`src/rtl/data_mem_arbiter.sv`:
```
// Two-master round-robin arbiter for a single shared data memory port.
// One transaction in flight at a time; a stalled memory is aborted after TIMEOUT_CYCLES.
module data_mem_arbiter #(
  parameter int ADDR_WIDTH     = 32,
  parameter int DATA_WIDTH     = 32,
  parameter int TIMEOUT_CYCLES = 16,
  localparam int BE_WIDTH      = DATA_WIDTH / 8
) (
  input  logic                  clk_i,
  input  logic                  rst_i,
  input  logic                  m0_req_i,
  input  logic [ADDR_WIDTH-1:0] m0_addr_i,
  input  logic [DATA_WIDTH-1:0] m0_wdata_i,
  input  logic                  m0_we_i,
  input  logic [BE_WIDTH-1:0]   m0_be_i,
  output logic                  m0_gnt_o,
  output logic                  m0_rvalid_o,
  output logic [DATA_WIDTH-1:0] m0_rdata_o,
  input  logic                  m1_req_i,
  input  logic [ADDR_WIDTH-1:0] m1_addr_i,
  input  logic [DATA_WIDTH-1:0] m1_wdata_i,
  input  logic                  m1_we_i,
  input  logic [BE_WIDTH-1:0]   m1_be_i,
  output logic                  m1_gnt_o,
  output logic                  m1_rvalid_o,
  output logic [DATA_WIDTH-1:0] m1_rdata_o,
  output logic                  slv_req_o,
  output logic [ADDR_WIDTH-1:0] slv_addr_o,
  output logic                  slv_we_o,
  output logic [BE_WIDTH-1:0]   slv_be_o,
  output logic [DATA_WIDTH-1:0] slv_wdata_o,
  input  logic                  slv_gnt_i,
  input  logic                  slv_rvalid_i,
  input  logic [DATA_WIDTH-1:0] slv_rdata_i,
  output logic                  err_o,
  output logic                  dbg_state_o
);

  // Handshake: a master holds req and payload until it sees gnt; gnt (and rvalid for
  // reads) arrive in the cycle the memory grants, one cycle after slv_req_o was issued.

  typedef enum logic {ST_IDLE = 1'b0, ST_WAIT = 1'b1} state_t;

  localparam logic [7:0] TMO_LIMIT = 8'(TIMEOUT_CYCLES);

  state_t                state_q, state_d;
  logic                  owner_q, last_q;
  logic [7:0]            tmo_q;
  logic [ADDR_WIDTH-1:0] addr_q;
  logic                  we_q;
  logic [BE_WIDTH-1:0]   be_q;
  logic [DATA_WIDTH-1:0] wdata_q;

  logic winner, any_req, complete, abort;

  always_comb begin
    state_d     = state_q;
    any_req     = m0_req_i | m1_req_i;
    // Lone requester wins; on a tie the master that did not go last wins.
    winner      = m1_req_i & (~m0_req_i | ~last_q);
    complete    = 1'b0;
    abort       = 1'b0;
    slv_req_o   = 1'b0;
    slv_addr_o  = addr_q;
    slv_we_o    = we_q;
    slv_be_o    = be_q;
    slv_wdata_o = wdata_q;
    m0_gnt_o    = 1'b0;
    m0_rvalid_o = 1'b0;
    m0_rdata_o  = slv_rdata_i;
    m1_gnt_o    = 1'b0;
    m1_rvalid_o = 1'b0;
    m1_rdata_o  = slv_rdata_i;
    err_o       = 1'b0;
    dbg_state_o = (state_q == ST_WAIT);

    if (state_q == ST_IDLE) begin
      if (any_req) begin
        slv_req_o   = 1'b1;
        slv_addr_o  = winner ? m1_addr_i  : m0_addr_i;
        slv_we_o    = winner ? m1_we_i    : m0_we_i;
        slv_be_o    = winner ? m1_be_i    : m0_be_i;
        slv_wdata_o = winner ? m1_wdata_i : m0_wdata_i;
        state_d     = ST_WAIT;
      end
    end else begin
      // A grant arriving in the timeout cycle still counts as a normal completion.
      complete = slv_gnt_i;
      abort    = ~slv_gnt_i & (tmo_q == TMO_LIMIT);
      err_o    = abort;
      if (complete | abort) state_d = ST_IDLE;
      if (owner_q) begin
        m1_gnt_o    = complete | abort;
        m1_rvalid_o = abort ? ~we_q : slv_rvalid_i;
        if (abort) m1_rdata_o = '0;
      end else begin
        m0_gnt_o    = complete | abort;
        m0_rvalid_o = abort ? ~we_q : slv_rvalid_i;
        if (abort) m0_rdata_o = '0;
      end
    end

    // Reset silences every output immediately, without waiting for a clock.
    if (rst_i) begin
      slv_req_o   = 1'b0;
      slv_addr_o  = '0;
      slv_we_o    = 1'b0;
      slv_be_o    = '0;
      slv_wdata_o = '0;
      m0_gnt_o    = 1'b0;
      m0_rvalid_o = 1'b0;
      m0_rdata_o  = '0;
      m1_gnt_o    = 1'b0;
      m1_rvalid_o = 1'b0;
      m1_rdata_o  = '0;
      err_o       = 1'b0;
      dbg_state_o = 1'b0;
    end
  end

  always_ff @(posedge clk_i or posedge rst_i) begin
    if (rst_i) begin
      state_q <= ST_IDLE;
      owner_q <= 1'b0;
      last_q  <= 1'b1;
      tmo_q   <= '0;
      addr_q  <= '0;
      we_q    <= 1'b0;
      be_q    <= '0;
      wdata_q <= '0;
    end else begin
      state_q <= state_d;
      if (state_q == ST_IDLE) begin
        if (any_req) begin
          owner_q <= winner;
          tmo_q   <= '0;
          addr_q  <= slv_addr_o;
          we_q    <= slv_we_o;
          be_q    <= slv_be_o;
          wdata_q <= slv_wdata_o;
        end
      end else if (complete | abort) begin
        last_q <= owner_q;
      end else begin
        tmo_q <= tmo_q + 8'd1;
      end
    end
  end

endmodule

```
`config.mk`:
```
export PLATFORM = sky130hd
export DESIGN_NAME = data_mem_arbiter
export DESIGN_NICKNAME = d
export VERILOG_FILES = /design/src/rtl/data_mem_arbiter.sv
export SDC_FILE = /design/constraint.sdc
export NUM_CORES = 1
export LEC_CHECK = 0
export CORE_UTILIZATION = 34
export CTS_CLUSTER_DIAMETER = 50
export CTS_CLUSTER_SIZE = 28
export DETAILED_ROUTE_END_ITERATION = 8
export GPL_TIMING_DRIVEN = 0
export PLACE_DENSITY_LB_ADDON = 0.12
export SYNTH_ARGS = -nofsm -noshare
export SYNTH_HDL_FRONTEND = slang
export SYNTH_SLANG_ARGS = --single-unit
```
`constraint.sdc`:
```
create_clock -name clk_i -period 6 [get_ports clk_i]
set_input_delay 1.5 -clock clk_i [delete_from_list [all_inputs] [get_ports clk_i]]
set_output_delay 1.5 -clock clk_i [all_outputs]
set_load 0.005 [all_outputs]
```
Fig. 1: run 1, signal wires on met1
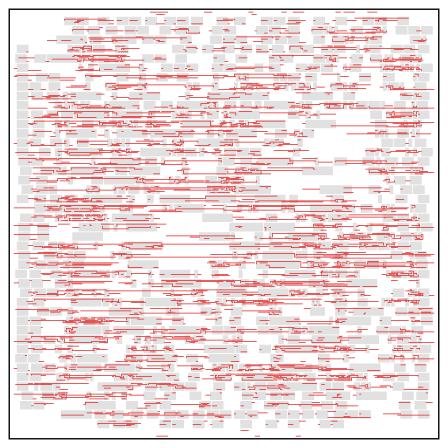
wire length on this layer: 7230 um
longest straight run: 41.4 um
nets with wire on the layer: 980
met1 usage: 27.2%
WL final: 18100 um
via count: 5632

Fig. 2: run 1, metal 2
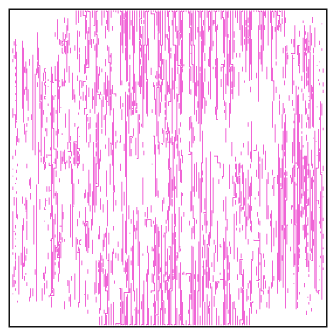
wire length on this layer: 9410 um
share of all routed wire: 52%
longest straight run: 61.9 um
main direction: vertical
nets with wire on the layer: 973
GR Layer Usage met2: 43.1%

Fig. 3: run 1, M3 wires
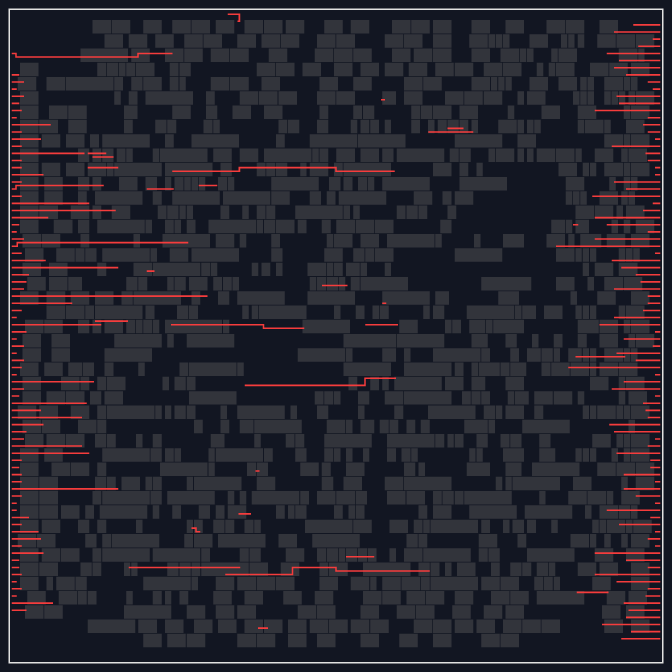
longest straight run: 37.0 um
nets with wire on the layer: 181
main direction: horizontal
share of all routed wire: 6.4%
GRT met3 Usage: 6.90%

## run 1: cell type report
| type | instances | area, um^2 | area share [%] |
|---|---|---|---|
| flip-flops and latches | 80 | 2000 | 22.8 |
| repair buffers | 315 | 3170 | 36.1 |
| well taps | 184 | 230 | 2.62 |
| clock inverters | 6 | 60.1 | 0.685 |
| clock buffers | 10 | 229 | 2.61 |
| multi-input cells | 498 | 2800 | 31.9 |
| plain buffers | 49 | 255 | 2.91 |
| inverters | 7 | 26.3 | 0.300 |
## run 1: tightest hold or removal path: stages (launching register included)
cell	delay, ns
dfrtp_1	0.32
nand2_1	0.05
o21ai_0	0.06
## run 1: worst paths after layout
kind                            slack [ns]        endpoint        from  cells after the start
worst min register to register        0.47      addr_q[11]  addr_q[11]                      2
min in group asynchronous             1.77         owner_q       rst_i                      3
worst max-delay path                  0.49  slv_wdata_o[4]    m1_req_i                      7
max in group asynchronous             3.58      wdata_q[7]       rst_i                      4
worst min-delay path                  0.47      addr_q[11]  addr_q[11]                      2
worst max register to register        3.97      addr_q[14]     state_q                      4
## run 1: cell usage in the layout (no fill, tap or decap), types with 2 or more instances in the layout
master	n
clkdlybuf4s50_1	314
nor2_1	71
inv_1	6
buf_4	10
clkbuf_16	9
and3_1	2
buf_2	6
nand2_1	109
xor2_1	2
a21oi_1	69
nor3_1	2
nand4_1	2
dfrtp_1	79
clkinv_2	3
nand3_1	8
o21ai_0	74
clkinvlp_4	2
nand2b_1	70
clkbuf_1	30
ha_1	2
mux2i_1	70
buf_6	3
## run 1: state kept, by name, summed over array words and instances, names as in the netlist
register / flops
addr_q: 32
wdata_q: 32
tmo_q: 8
be_q: 4
last_q: 1
owner_q: 1
state_q: 1
we_q: 1
## run 1: where the power goes
part	switching (mW)	internal (mW)	total (mW)
Sequential	0.0529	0.684	0.737
Clock	0.221	0.320	0.541
Combinational	0.435	0.481	0.916
Total	0.709	1.49	2.19
## run 1: cells by family after synthesis
family | synth area share [%]
AOI/OAI and AO/OA | 15.0
xor gates and xnor gates | 0.345
adders and majority gates | 0.493
buffers and inverters | 5.47
DFF | 39.4
muxes | 14.0
and+or+nand+nor | 25.2
## run 1: per-stage QoR
stage                     worst slack (ns)  instance area, um^2
after floorplan                       1.17                 5080
after CTS                            0.451                 8770
after global routing                 0.295                 8770
after global placement              -0.432                 8450
final                                0.490                 8770
after detailed placement             0.456                 8480
## run 1: per-layer routing
metal / global-route usage, % / routed length [um] / vias to the layer above
met4: 6.17 / 282 / 0
met1: 27.2 / 7230 / 2638
met3: 6.90 / 1170 / 16
li1: - / - / 2772
met5: 0 / 0 / -
met2: 43.1 / 9410 / 206
==> job_summary.md, run 1 <==
### Yosys + OpenROAD results

| Metric | Value |
|---|---|
| Commonest flop | dfrtp_1 |
| Fin util | 60.4% |
| I/O Buffers | 314 |
| Clk ins delay skew pair | 0.35 ns |
| CTS Hold Bufs | 0 |
| Leak Pwr | 3.72 nW |
| Buf/Inv on CP | 3 |
| OpenROAD warning count | 27 |
| Distinct lib cells used | 37 |
| Clk sink count | 80 |
| Total CTS buffers | 9 |
| Min-delay worst type | register to register |
| Layout net count | 1138 |
| Post-synth seq share | 39.4% |
| Final ANT Viol Nets | 0 |
| Final Hold Slack | 0.473 ns |
| Top cells, area | dfrtp_1 (39%), mux2i_1 (14%), nand2b_1 (8.6%) |
| DP Wirelength | 14300 um |
| Synth top cells by count | nand2_1 (109), dfrtp_1 (79), o21ai_0 (74) |
| DP Cell Count | 1133 |
| Req. time, crit path | 4.50 ns |
| Die Ht | 124 um |
| Clock-pin slew on the worst setup and hold paths | 0.06 ns |
| Cell chain of the critical path | clkdlybuf4s50_1, nor2_1, nor2_1, clkbuf_1, nand2b_1, a21oi_1, clkdlybuf4s50_1 |
| Number of global-route vias before repair | 5594 |
| Routed vias/inst | 4.90 |
| Ys Warns | 0 |
| Worst path top cell family by delay | buffers and inverters |
| Clock H-tree levels | 3 |
| Outcome | finished clean |
| Share of the synthesized area in the top cell type | 38.9% |
| First-pass GRT wire length | 29200 um |
| Final hold violations | 0 |
| Placer Congestion | 0.795 |
| Fillcell total | 1330 |
| Yosys chip area | 5080 um^2 |
| Diodes inserted | 0 |
| Crit path time final | 5.51 ns |
| Clock Skews | 0.00612 ns |
| Cycle use final | 91.8% |
| WL per Instance | 15.7 um |
| Setup TNS | 0 ns |
| Global route total overflow | 0 |
| Slew Limit Fails | 0 |
| Average size of a mapped cell | 8.01 um^2 |
| Largest net degree at the start of global routing | 49 |
| Chip area | 15400 um^2 |
| Count leader, synth | nand2_1 |
| Cell taking the most area after synthesis | dfrtp_1 |
| Row count | 44 |
| Startpoint types | input port |
| Max incr delay on CP | 0.56 ns |
| Iteration-0 DRC Markers | 191 |
| IR drop worst, VDD | 150 uV |
| Root Buffer | clkbuf_16 |
| Core Region | 14500 um^2 |
| IO Count | 316 |
| P per Cell Area | 250 nW/um^2 |
| Post-synth EDFFs | 0 |
| Power Total | 2.19 mW |
| Post-route non-filler standard cell count | 1149 |
| GRT Total Usage | 23.9% |
| CP Max Fanout | 10 |
| Cells in synth_stat.txt | 634 |
| Max-cap violations | 0 |
| Worst path arrival time | 4.01 ns |
| Mapped Area | 5080 um^2 |
| Gate Count Post-Synth | 634 |
| Worst-margin pin slew | 0.729 ns |
| Layout cells sized above 1 | 4.77% |
| Initial antenna violation count | 0 |
| 1st-pass router iterations | 4 |
| Die width | 124 um |
| Final Setup Violations | 0 |
| Worst setup EP type | output pin |
| Setup Fix Bufs, Post-CTS | 0 |
| Post-CTS sizing | 0 |
| Residual DRC | 0 |
| Worst path slowest cell | nor2_1 |
| Synth Net Count | 812 |
==> inputs of run 2 (changes only) <==
--- a/config.mk
+++ b/config.mk
@@ -14,3 +14,4 @@
 export SYNTH_ARGS = -nofsm -noshare
 export SYNTH_HDL_FRONTEND = slang
 export SYNTH_SLANG_ARGS = --single-unit
+export TNS_END_PERCENT = 50
Fig. 4: run 2, track usage over the die
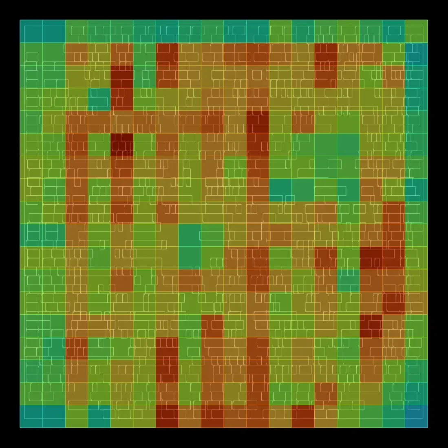
GRT busiest layer: met2
GRT Total Usage: 23.9%
fin util: 60.4%
WL per Instance: 15.7 um

==> run 2 against run 1 <==
  * Final cell count is the same
  * Critical path depth is the same
  * Synthesized cell count is the same
  * Clock skew is the same
  * Die area is the same
  * Sequential share of layout area is the same
  * Via count is the same
  * Critical path type unchanged
  * Largest power group unchanged
==> job_summary.md, run 2 <==
### Yosys + OpenROAD results

| Metric | Value |
|---|---|
| Clock H-tree levels | 3 |
| Layout net count | 1138 |
| Final ANT Viol Nets | 0 |
| Top cells, area | dfrtp_1 (39%), mux2i_1 (14%), nand2b_1 (8.6%) |
| Post-CTS sizing | 0 |
| Number of global-route vias before repair | 5594 |
| Startpoint types | input port |
| Cells in synth_stat.txt | 634 |
| R2R cell count | 4 |
| Post-synth seq share | 39.4% |
| OpenROAD warning count | 27 |
| Residual DRC | 0 |
| Distinct lib cells used | 37 |
| Hold path startpoint | addr_q[11] |
| IO Count | 316 |
| FF-to-FF Start | state_q |
| Top cells excl fill/tap | clkdlybuf4s50_1 (314), nand2_1 (109), dfrtp_1 (79), o21ai_0 (74), nor2_1 (71) |
| Req. time, crit path | 4.50 ns |
| Yosys chip area | 5080 um^2 |
| WL final | 18100 um |
| Leak Pwr | 3.72 nW |
| Crit path time final | 5.51 ns |
| Iteration-0 DRC Markers | 191 |
| Hold path cells | 2 |
| Clock-pin slew on the worst setup and hold paths | 0.06 ns |
| Fillcell total | 1330 |
| Placement Cell Area | 8480 um^2 |
| Fmax | 181 MHz |
| Core Region | 14500 um^2 |
| Synth top cells by count | nand2_1 (109), dfrtp_1 (79), o21ai_0 (74) |
| Floorplan utilization | 34.9% |
| DP Wirelength | 14300 um |
| Min-delay worst type | register to register |
| Gate Count Post-Synth | 634 |
| Max-cap violations | 0 |
| CTS Hold Bufs | 0 |
| RSZ-0062 raised after global routing | false |
| Clk sink count | 80 |
| IR drop worst, VDD | 150 uV |
| Biggest regs | addr_q x32, wdata_q x32, tmo_q x8 |
| Layout cells sized above 1 | 4.77% |
| First-pass GRT wire length | 29200 um |
| Top cell excl fill/tap | clkdlybuf4s50_1 |
| Global route total overflow | 0 |
| Via count | 5632 |
| Crit path launch | m1_req_i |
| Yosys reg bits | 80 |
| Post-synth EDFFs | 0 |
| Worst setup EP type | output pin |
| Count leader, synth | nand2_1 |
| Final Setup Violations | 0 |
| Initial antenna violation count | 0 |
| Die width | 124 um |
| I/O Buffers | 314 |
| Final design instance area without fill | 8770 um^2 |
| Cell taking the most area after synthesis | dfrtp_1 |
| Row count | 44 |
| Total CTS buffers | 9 |
| Placer Congestion | 0.795 |
| Setup Fix Bufs, Post-CTS | 0 |
| Worst-margin pin slew | 0.729 ns |
| Layout area overhead | 72.7% |
| P per Cell Area | 250 nW/um^2 |
| Async SR Flop Fraction | 100% |
| Ys Warns | 0 |
| Mapped Area | 5080 um^2 |
| 1st-pass router iterations | 4 |
| CTS tree | yes |
| Cycle use final | 91.8% |
| Worst path arrival time | 4.01 ns |
| Largest net degree at the start of global routing | 49 |
| Diodes inserted | 0 |
| Final hold violations | 0 |
| Chip area | 15400 um^2 |
| Die Ht | 124 um |
| Root Buffer | clkbuf_16 |
| Average size of a mapped cell | 8.01 um^2 |
| Clk ins delay skew pair | 0.35 ns |
| Share of the synthesized area in the top cell type | 38.9% |
| Setup TNS | 0 ns |
| CP Max Fanout | 10 |
| Clock Skews | 0.00612 ns |
| Slew Limit Fails | 0 |
| Worst setup path class | input port to output pin |
| Routed vias/inst | 4.90 |
| Power Total | 2.19 mW |
| Clock Path Buffers | 2 |
| Synth Net Count | 812 |
| Slew headroom | 51.2% |
| Commonest flop | dfrtp_1 |
| Outcome | finished clean |
## run 2: cell counts after synthesis
No cell type changed its count.
## run 2: final timing paths
check / endpoint / slack [ns]
max in group asynchronous: wdata_q[7] / 3.58
min reg2reg: addr_q[11] / 0.47
min: addr_q[11] / 0.47
max: slv_wdata_o[4] / 0.49
max reg2reg: addr_q[14] / 3.97
min in group asynchronous: owner_q / 1.77
## run 2: metal layers
| metal | global-route usage, % | wire length (um) | vias up |
|---|---|---|---|
| met5 | 0 | 0 | - |
| met4 | 6.17 | 282 | 0 |
| met3 | 6.90 | 1170 | 16 |
| met2 | 43.1 | 9410 | 206 |
| met1 | 27.2 | 7230 | 2638 |
| li1 | - | - | 2772 |
## run 2: power breakdown
| group | switching [mW] | total, mW | internal [mW] |
|---|---|---|---|
| clock network | 0.221 | 0.541 | 0.320 |
| logic | 0.435 | 0.916 | 0.481 |
| registers | 0.0529 | 0.737 | 0.684 |
| total | 0.709 | 2.19 | 1.49 |
## run 2: cell type report
cell class / instances / area [um^2] / share of cell area, %
repair buffers: 315 / 3170 / 36.1
inverters: 7 / 26.3 / 0.300
multi-input cells: 498 / 2800 / 31.9
well taps: 184 / 230 / 2.62
flip-flops and latches: 80 / 2000 / 22.8
plain buffers: 49 / 255 / 2.91
clock inverters: 6 / 60.1 / 0.685
clock buffers: 10 / 229 / 2.61
## run 2: cell families (layout without fill, tap and decap cells)
logic type	after synthesis	count (layout)	synth area share, %
multiplexers	71	71	14.0
XOR/XNOR	2	2	0.345
adder cells (fa/ha/maj)	2	2	0.493
AND/OR/NAND/NOR	274	274	25.2
AND-OR/OR-AND	149	149	15.0
flip-flops	80	80	39.4
buffers and inverters	56	387	5.47
## run 2: worst max-delay path, stage by stage
cell             delay (ns)
clkdlybuf4s50_1        0.49
nor2_1                 0.07
nor2_1                 0.56
clkbuf_1               0.49
nand2b_1               0.11
a21oi_1                0.23
clkdlybuf4s50_1        0.55
## run 2: through the flow
step                utilization, %  hold WS, ns  instances  setup slack, ns
floorplan                        -        0.443        634             1.17
global placement              58.2        0.455       1132           -0.432
detailed placement            58.4        0.464       1133            0.456
CTS                           60.4        0.478       1149            0.451
global route                  60.4        0.493       1149            0.295
finish                        60.4        0.473       1149            0.490
Power is estimated from default activity; no workload was simulated.
